### Floorplan with the power grid, run 1

Pins as bars on the die edge.
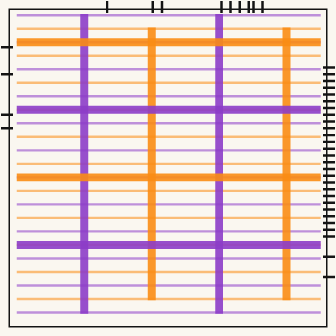
### Placement by cell class, run 1

The bar under the picture is 20 um long.
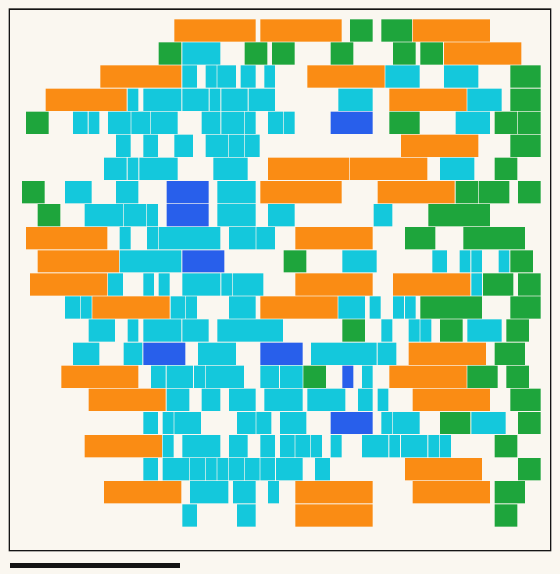
### Routed clock nets over the placement, run 1

The bar under the picture is 20 um long.
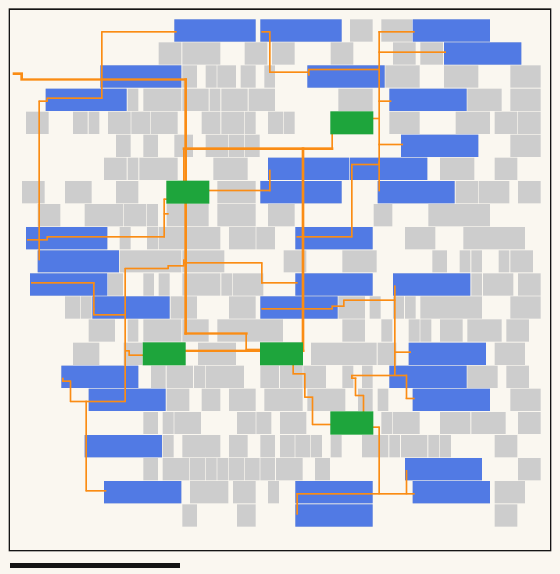
### Signal wires by layer, run 1

Only two layers are drawn.
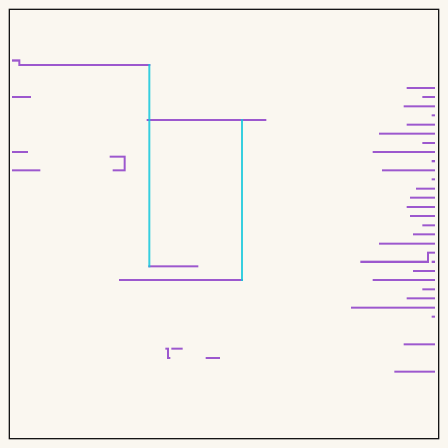
## config.mk

```make
export PLATFORM = sky130hd
export DESIGN_NAME = stack_ctrl
export DESIGN_NICKNAME = d
export VERILOG_FILES = /design/src/rtl/stack_pkg.sv /design/src/rtl/stack_ptr.sv /design/src/rtl/stack_ctrl.sv
export SDC_FILE = /design/constraint.sdc
export NUM_CORES = 1
export LEC_CHECK = 0
export CAP_MARGIN = 30
export CORE_MARGIN = 1
export CORE_UTILIZATION = 48
export DETAILED_ROUTE_END_ITERATION = 12
export GPL_TIMING_DRIVEN = 1
export PLACE_DENSITY_LB_ADDON = 0.1
export REMOVE_ABC_BUFFERS = 1
export SLEW_MARGIN = 5
export SYNTH_ARGS = -nofsm -noshare
export SYNTH_HDL_FRONTEND = slang
export SYNTH_SLANG_ARGS = --single-unit
```

## constraint.sdc

```tcl
create_clock -name clk -period 3.5 [get_ports clk]
set_clock_uncertainty 0.15 [all_clocks]
set_input_delay 0.7 -clock clk [delete_from_list [all_inputs] [get_ports clk]]
set_output_delay 0.7 -clock clk [all_outputs]
set_load 0.1 [all_outputs]
```

## src/rtl/stack_pkg.sv

```systemverilog
// Shared definitions for the stack controller: request op encoding and FSM state type.
package stack_pkg;

    localparam logic [1:0] OP_PUSH = 2'd0;
    localparam logic [1:0] OP_POP  = 2'd1;
    localparam logic [1:0] OP_CALL = 2'd2;
    localparam logic [1:0] OP_RET  = 2'd3;

    typedef enum logic {
        StIdle,
        StPopRd
    } state_e;

endpackage

```

## src/rtl/stack_ptr.sv

```systemverilog
// Stack pointer and occupancy counter; empty-descending stack with full/empty status.
module stack_ptr
    import stack_pkg::*;
#(
    parameter logic [7:0]  SP_TOP = 8'hFF,
    parameter int unsigned DEPTH  = 64
) (
    input  logic       clk,
    input  logic       rst_n,
    input  logic       push,
    input  logic       pop,
    output logic [7:0] sp,
    output logic       full,
    output logic       empty
);

    localparam logic [8:0] DepthMax = 9'(DEPTH);

    logic [7:0] sp_q, sp_d;
    logic [8:0] depth_q, depth_d;

    assign full  = (depth_q == DepthMax);
    assign empty = (depth_q == 9'd0);
    assign sp    = sp_q;

    always_comb begin
        sp_d    = sp_q;
        depth_d = depth_q;
        if (push && !full) begin
            sp_d    = sp_q - 8'd1;
            depth_d = depth_q + 9'd1;
        end else if (pop && !empty) begin
            sp_d    = sp_q + 8'd1;
            depth_d = depth_q - 9'd1;
        end
    end

    always_ff @(posedge clk or negedge rst_n) begin
        if (!rst_n) begin
            sp_q    <= SP_TOP;
            depth_q <= 9'd0;
        end else begin
            sp_q    <= sp_d;
            depth_q <= depth_d;
        end
    end

endmodule

```

## src/rtl/stack_ctrl.sv

```systemverilog
// Stack port sequencer: PUSH/POP/CALL/RET with overflow/underflow guard, arbitrated
// against R0-addressed register stores for the data memory's single port.
module stack_ctrl
    import stack_pkg::*;
#(
    parameter logic [7:0]  SP_TOP = 8'hFF,
    parameter int unsigned DEPTH  = 64
) (
    input  logic       clk,
    input  logic       rst_n,
    input  logic       req_valid,
    input  logic [1:0] req_op,
    output logic       req_ready,
    input  logic       st_wr,
    output logic       st_ready,
    input  logic [7:0] mem_rdata,
    output logic [7:0] sp,
    output logic       mem_wr,
    output logic       sel_sp,
    output logic       sel_rn,
    output logic       done,
    output logic       err,
    output logic [7:0] pop_data,
    output logic       pc_load,
    output logic       ovf,
    output logic       udf,
    input  logic       err_clr
);

    state_e state_q, state_d;

    logic       full, empty;
    logic       accept, is_push_op, is_pop_op;
    logic       push_ok, pop_ok, push_rej, pop_rej;
    logic       done_q, err_q, pc_load_q, ovf_q, udf_q, ret_q;
    logic [7:0] pop_data_q;

    stack_ptr #(
        .SP_TOP (SP_TOP),
        .DEPTH  (DEPTH)
    ) u_stack_ptr (
        .clk   (clk),
        .rst_n (rst_n),
        .push  (push_ok),
        .pop   (pop_ok),
        .sp    (sp),
        .full  (full),
        .empty (empty)
    );

    assign is_push_op = (req_op == OP_PUSH) || (req_op == OP_CALL);
    assign is_pop_op  = (req_op == OP_POP) || (req_op == OP_RET);

    assign req_ready = (state_q == StIdle);
    assign accept    = req_valid && req_ready;
    assign push_ok   = accept && is_push_op && !full;
    assign pop_ok    = accept && is_pop_op && !empty;
    assign push_rej  = accept && is_push_op && full;
    assign pop_rej   = accept && is_pop_op && empty;
    // A pending stack request always beats a register store.
    assign st_ready  = st_wr && req_ready && !req_valid;

    always_comb begin
        state_d = state_q;
        mem_wr  = 1'b0;
        sel_sp  = 1'b0;
        sel_rn  = 1'b0;
        unique case (state_q)
            StIdle: begin
                if (push_ok) begin
                    mem_wr = 1'b1;
                    sel_sp = 1'b1;
                    sel_rn = (req_op == OP_PUSH);
                end else if (st_ready) begin
                    mem_wr = 1'b1;
                    sel_rn = 1'b1;
                end
                if (pop_ok) begin
                    state_d = StPopRd;
                end
            end
            StPopRd: begin
                sel_sp  = 1'b1;
                state_d = StIdle;
            end
            default: state_d = StIdle;
        endcase
    end

    always_ff @(posedge clk or negedge rst_n) begin
        if (!rst_n) begin
            state_q    <= StIdle;
            done_q     <= 1'b0;
            err_q      <= 1'b0;
            pc_load_q  <= 1'b0;
            ovf_q      <= 1'b0;
            udf_q      <= 1'b0;
            ret_q      <= 1'b0;
            pop_data_q <= 8'h00;
        end else begin
            state_q   <= state_d;
            done_q    <= push_ok || push_rej || pop_rej || (state_q == StPopRd);
            err_q     <= push_rej || pop_rej;
            pc_load_q <= (state_q == StPopRd) && ret_q;
            if (pop_ok) begin
                ret_q <= (req_op == OP_RET);
            end
            if (state_q == StPopRd) begin
                pop_data_q <= mem_rdata;
            end
            // Set beats a same-cycle clear so no error event is lost.
            if (push_rej) begin
                ovf_q <= 1'b1;
            end else if (err_clr) begin
                ovf_q <= 1'b0;
            end
            if (pop_rej) begin
                udf_q <= 1'b1;
            end else if (err_clr) begin
                udf_q <= 1'b0;
            end
        end
    end

    assign done     = done_q;
    assign err      = err_q;
    assign pc_load  = pc_load_q;
    assign ovf      = ovf_q;
    assign udf      = udf_q;
    assign pop_data = pop_data_q;

endmodule
```

==> results.txt, run 1 <==
run metrics: Hold Crit Class reg -> reg, first-pass GRT wire length 6270 um, HPWL Detailed between 2000 and 3000 um, CP max stage cell clkdlybuf4s50_1, Seq area share between 30% and 40%, ys async rst share 100%, Tot GR Track Use 20.5%, number of global-route vias before repair 1414, area leader, netlist dfrtp_1, Critical Path Sink Type primary output, status complete, no violations, fraction of layout cells with a size suffix above 1 about 28%, #MultiIn Comb 128, max incr delay on CP 0.53 ns, post-cts resize count 0, Worst Max-Slew Pin Slew about 0.44 ns, Yosys Chip Area ~1800 um^2, WL final 3590 um, Max FO, Critical Path 7, io pins around 41, core box area ~3700 um^2, Post-CTS Setup Inserts 0, Yosys Instances approximately 170, placed cell area 2270 um^2, fin crit period between 3 and 4 ns, Commonest Layout Cell buf_4, most frequent cell after synthesis dfrtp_1, Overall Power 2370 uW, CP top delay family buffers and inverters, number of cells on the critical path 6, area occupied by registers 811 um^2, clk slew on worst S/H paths 0.06 ns, top cells by area dfrtp_1 33%, dfstp_2 12%, ha_1 8.9%, row count 22
-- 'Floorplan with the power grid' (at the start) --
orange -> VDD
purple -> VSS
met5 straps = 4
met1 rails = 23
rows = 22
met4 straps = 4
signal pins = 41

-- 'Placement by cell class' (at the start) --
green -> other buffers and delay cells  # cells 44, share of their area 17%
cyan -> combinational and other logic  # cells 139, share of their area 43%
blue -> clock drivers and dummy loads  # cells 8, share of their area 4.3%
orange -> flops  # cells 32, share of their area 35%

-- 'Routed clock nets over the placement' (at the start) --
green -> clock drivers  # count 5
blue -> flip-flops  # count 32
orange -> clock wires  # length 456 um
routed clock nets = 6

-- 'Signal wires by layer' (at the start) --
purple -> metal 3  # wire length 202 um
cyan -> metal 4  # wire length 53.7 um

-- run 1: routing by layer --
layer,wire (um),track usage [%],share of wire [%],vias up
met3,202,6.52,5.6,4
met2,1670,33.2,46,44
met5,0,0,0,-
met1,1670,24.8,46,670
li1,-,-,-,702
met4,53,8.52,1.5,0
-- run 1: worst min path at each step --
stage	startpoint	endpoint	slack [ns]	depth (start not counted)
after floorplan	rst_n	done	0.25	0
after global placement	ret_q	pc_load	0.32	1
after detailed placement	ret_q	pc_load	0.32	1
after CTS	ret_q	pc_load	0.34	1
after global routing	ret_q	pc_load	0.36	1
final	ret_q	pc_load	0.33	1
-- run 1: power breakdown --
group / internal (uW) / switching (uW)
sequential: 530 / 130
combinational: 455 / 943
clock: 179 / 131
total: 1160 / 1210
==> run 1 -> run 2 <==
==> constraint.sdc (replaced) <==
create_clock -name clk -period 3.12 [get_ports clk]
set_clock_uncertainty 0.15 [all_clocks]
set_input_delay 0.624 -clock clk [delete_from_list [all_inputs] [get_ports clk]]
set_output_delay 0.624 -clock clk [all_outputs]
set_load 0.1 [all_outputs]
==> run 2 against run 1 <==
Cell count increased by 4.1%; die size unchanged; via count increased by 1.7%; total power increased by 16%; sequential cell count unchanged; setup slack got worse by 0.029 ns; highest routed layer unchanged; hold slack improved by 0.013 ns; routed wire length increased by 6.1%; non-clock buffer count increased by 11; first-iteration DRC count decreased by 31%; critical path depth increased by 1; area after synthesis unchanged.
==> results.txt, run 2 <==
run metrics: largest register by flop count u_stack_ptr.depth_q, status complete, no violations, Synth mux share around 6%, Worst Max-Slew Pin Slew 0.406 ns (-0.0344 ns), HP Start ret_q, Post-CTS Setup Inserts 0 (unchanged), fraction of layout cells with a size suffix above 1 31.6% (+3.8 points), top cells by area dfrtp_1 33%, dfstp_2 12%, ha_1 8.9%, first-pass GRT wire length 6660 um (+6.2%), CP top delay family buffers and inverters, WL final 3810 um (+6.1%), WHS Endpoint pc_load, clock network area share 4.49%, post-cts resize count 0 (unchanged), clk slew on worst S/H paths 0.07 ns (about the same), CP max stage cell clkdlybuf4s50_1, fin crit period 2.93 ns, hold depth 1 (unchanged), row count 22 (unchanged), max incr delay on CP 0.48 ns (-0.05 ns), area leader, netlist dfrtp_1, Max VDD drop between 0.5 and 0.6 mV, most frequent cell after synthesis dfrtp_1, vias per inst 5.12, core box area 3660 um^2 (unchanged), CTS tree done, io pins 41 (unchanged), Overall Power 2740 uW (+16%), number of global-route vias before repair 1446 (+2.3%), Yosys Instances 174 (unchanged), reg2reg path depth 11, area occupied by registers 811 um^2 (unchanged), Max FO, Critical Path 12 (+5), number of cells on the critical path 7 (+1), Non-clock buffers 55, Seq area share 32.7% (-1.5 points), max FFs per register 9, Yosys Chip Area 1820 um^2 (unchanged), Tot GR Track Use 21.4% (+0.92 points)
## run 2: cell types whose count changed in the layout (fill, tap and decap cells not counted), sizes merged
cell,previous run,this run
buf,30,41
bufinv,0,1
clkbuf,8,5
clkinv,0,1
clkinvlp,0,1
## run 2: layer usage
layer,GRT usage [%],vias to the layer above,wire length (um)
met3,6.16,4,198
met4,5.97,0,34
met5,0,-,0
li1,-,725,-
met2,35.1,39,1840
met1,27.2,676,1740
## run 2: metrics by stage
stage	area [um^2]	hold slack [ns]
after floorplan	1810	0.178
after global placement	2370	0.318
after detailed placement	2370	0.331
after CTS	2480	0.347
after global routing	2480	0.362
final	2480	0.346
## run 2: power breakdown
part / internal (uW) / switching, uW / total [uW]
registers: 594 / 144 / 738
logic: 554 / 1060 / 1610
clock network: 236 / 156 / 392
### Clock wiring as the flow saved it, run 2

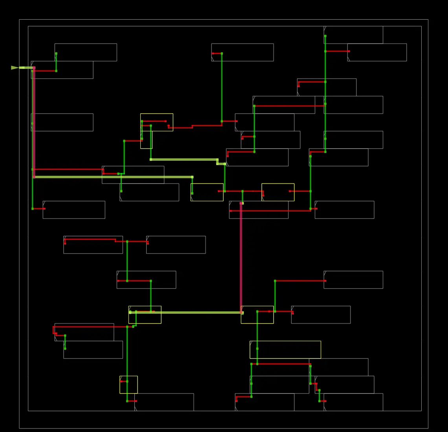
clk_lat worst skew: 0.28 ns
CTS Buf Count: 5
Flops: 32
Clock Buffer Count: 5

==> run 2 -> run 3 <==
--- a/config.mk
+++ b/config.mk
@@ -5,7 +5,9 @@
 export SDC_FILE = /design/constraint.sdc
 export NUM_CORES = 1
 export LEC_CHECK = 0
+export ABC_AREA = 1
 export CAP_MARGIN = 30
+export CORE_ASPECT_RATIO = 1.4
 export CORE_MARGIN = 1
 export CORE_UTILIZATION = 48
 export DETAILED_ROUTE_END_ITERATION = 12
==> run 3 against run 2 <==
Via count rose by 19%; sequential power fell by 2.8%; sequential share of layout area fell by 1.1 points; register-to-register slack improved by 0.29 ns; the run now ends with DRC left; first-iteration DRC count rose by 8.3%; clock power fell by 16%; global-route usage fell by 0.15 points; total power fell by 0.78%; setup slack improved by 0.13 ns; hold slack got worse by 0.025 ns; cell count rose by 22%; sequential cell count did not move.
==> results.txt, run 3 <==
run metrics: P_seq 717 uW (-2.8%), max incr delay on CP 0.48 ns (about the same), failing checks DRC, Tot GR Track Use 21.2% (-0.15 points), largest power group combinational cells, core box area 3990 um^2 (+8.9%), Overall Power 2720 uW (-0.78%), Worst Max-Slew Pin Slew 0.427 ns (+0.0206 ns), Comb pwr share 61.6% (+2.8 points), Clock Power Share 12.0% (-2.3 points), grt met3 use 4.61% (-1.5 points), HP Start ret_q, met1 Use GR 25.1% (-2.1 points), Reg power frac 26.3% (-0.6 points), row count 27 (+23%), clk slew on worst S/H paths 0.06 ns (about the same), io pins 41 (unchanged), CTS tree done, most frequent cell after synthesis nand2_1, Most Used Layer, Global Route met2, largest register by flop count u_stack_ptr.depth_q, Net Sw Frac 53.1% (+3.5 points), CP top delay family buffers and inverters, Non-clock buffers 47 (-15%), WL final 4210 um (+11%), Max VDD drop 0.493 mV (-17%), fin crit period 2.80 ns (-0.133 ns), Pint 1280 uW (-7.7%), top cells by area dfrtp_1 30%, nand2_1 16%, dfstp_2 10%, Flops 32 (unchanged), met2 Resource Use GR 37.6% (+2.5 points), number of cells on the critical path 8 (+1), status finished, violations left, Yosys Instances 250 (+44%), NetSw 1450 uW (+6.3%), Met1 Wirelength 1800 um (+3.6%), placed cell area 2470 um^2 (+4.3%), Remaining DRCs 4, area occupied by registers 811 um^2 (unchanged), DR WL met3 149 um (-25%), reg2reg path depth 17 (+6), clock network area share 3.62% (-0.88 points), max FFs per register 9 (unchanged), fraction of layout cells with a size suffix above 1 24.3% (-7.4 points)
run 3: cell types whose count changed in the layout (fill, tap and decap cells not counted), moves of 6 or more:
cell     before  now
mux2_2        9    0
xnor2_1      10    3
buf_4        37   29
nand2_1      22   86
inv_2         0    6
nand3_1       1   15
inv_1        11   25
o21ai_0      19    7
run 3: cells by family (layout without fill, tap and decap cells):
kind of cell | count (synthesis) | in the layout
AOI/OAI and AO/OA | 26 | 26
and+or+nand+nor | 131 | 131
xor gates and xnor gates | 9 | 9
adders and majority gates | 15 | 15
DFF | 32 | 32
buffers and inverters | 37 | 88
run 3: tightest hold or removal path: stages, from the launching register on:
cell	delay [ns]
dfrtp_1	0.35
nand2_1	0.05
inv_1	0.04
### Routed clock nets over the placement, run 3

The bar under the picture is 20 um long.
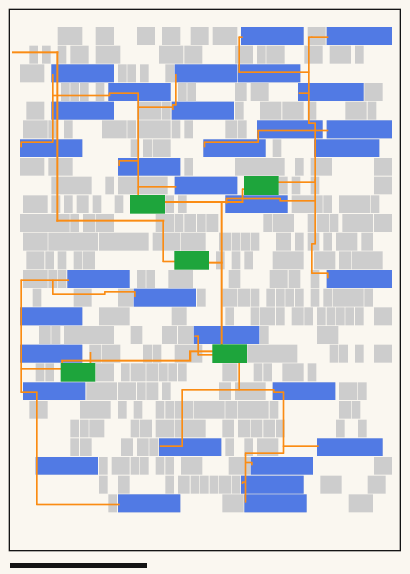
orange -> clock wires  # length 440 um
green -> clock drivers  # count 5
blue -> flip-flops  # count 32
flops lie = widely spread
routed clock nets = 6

Power is estimated from default activity; no workload was simulated.
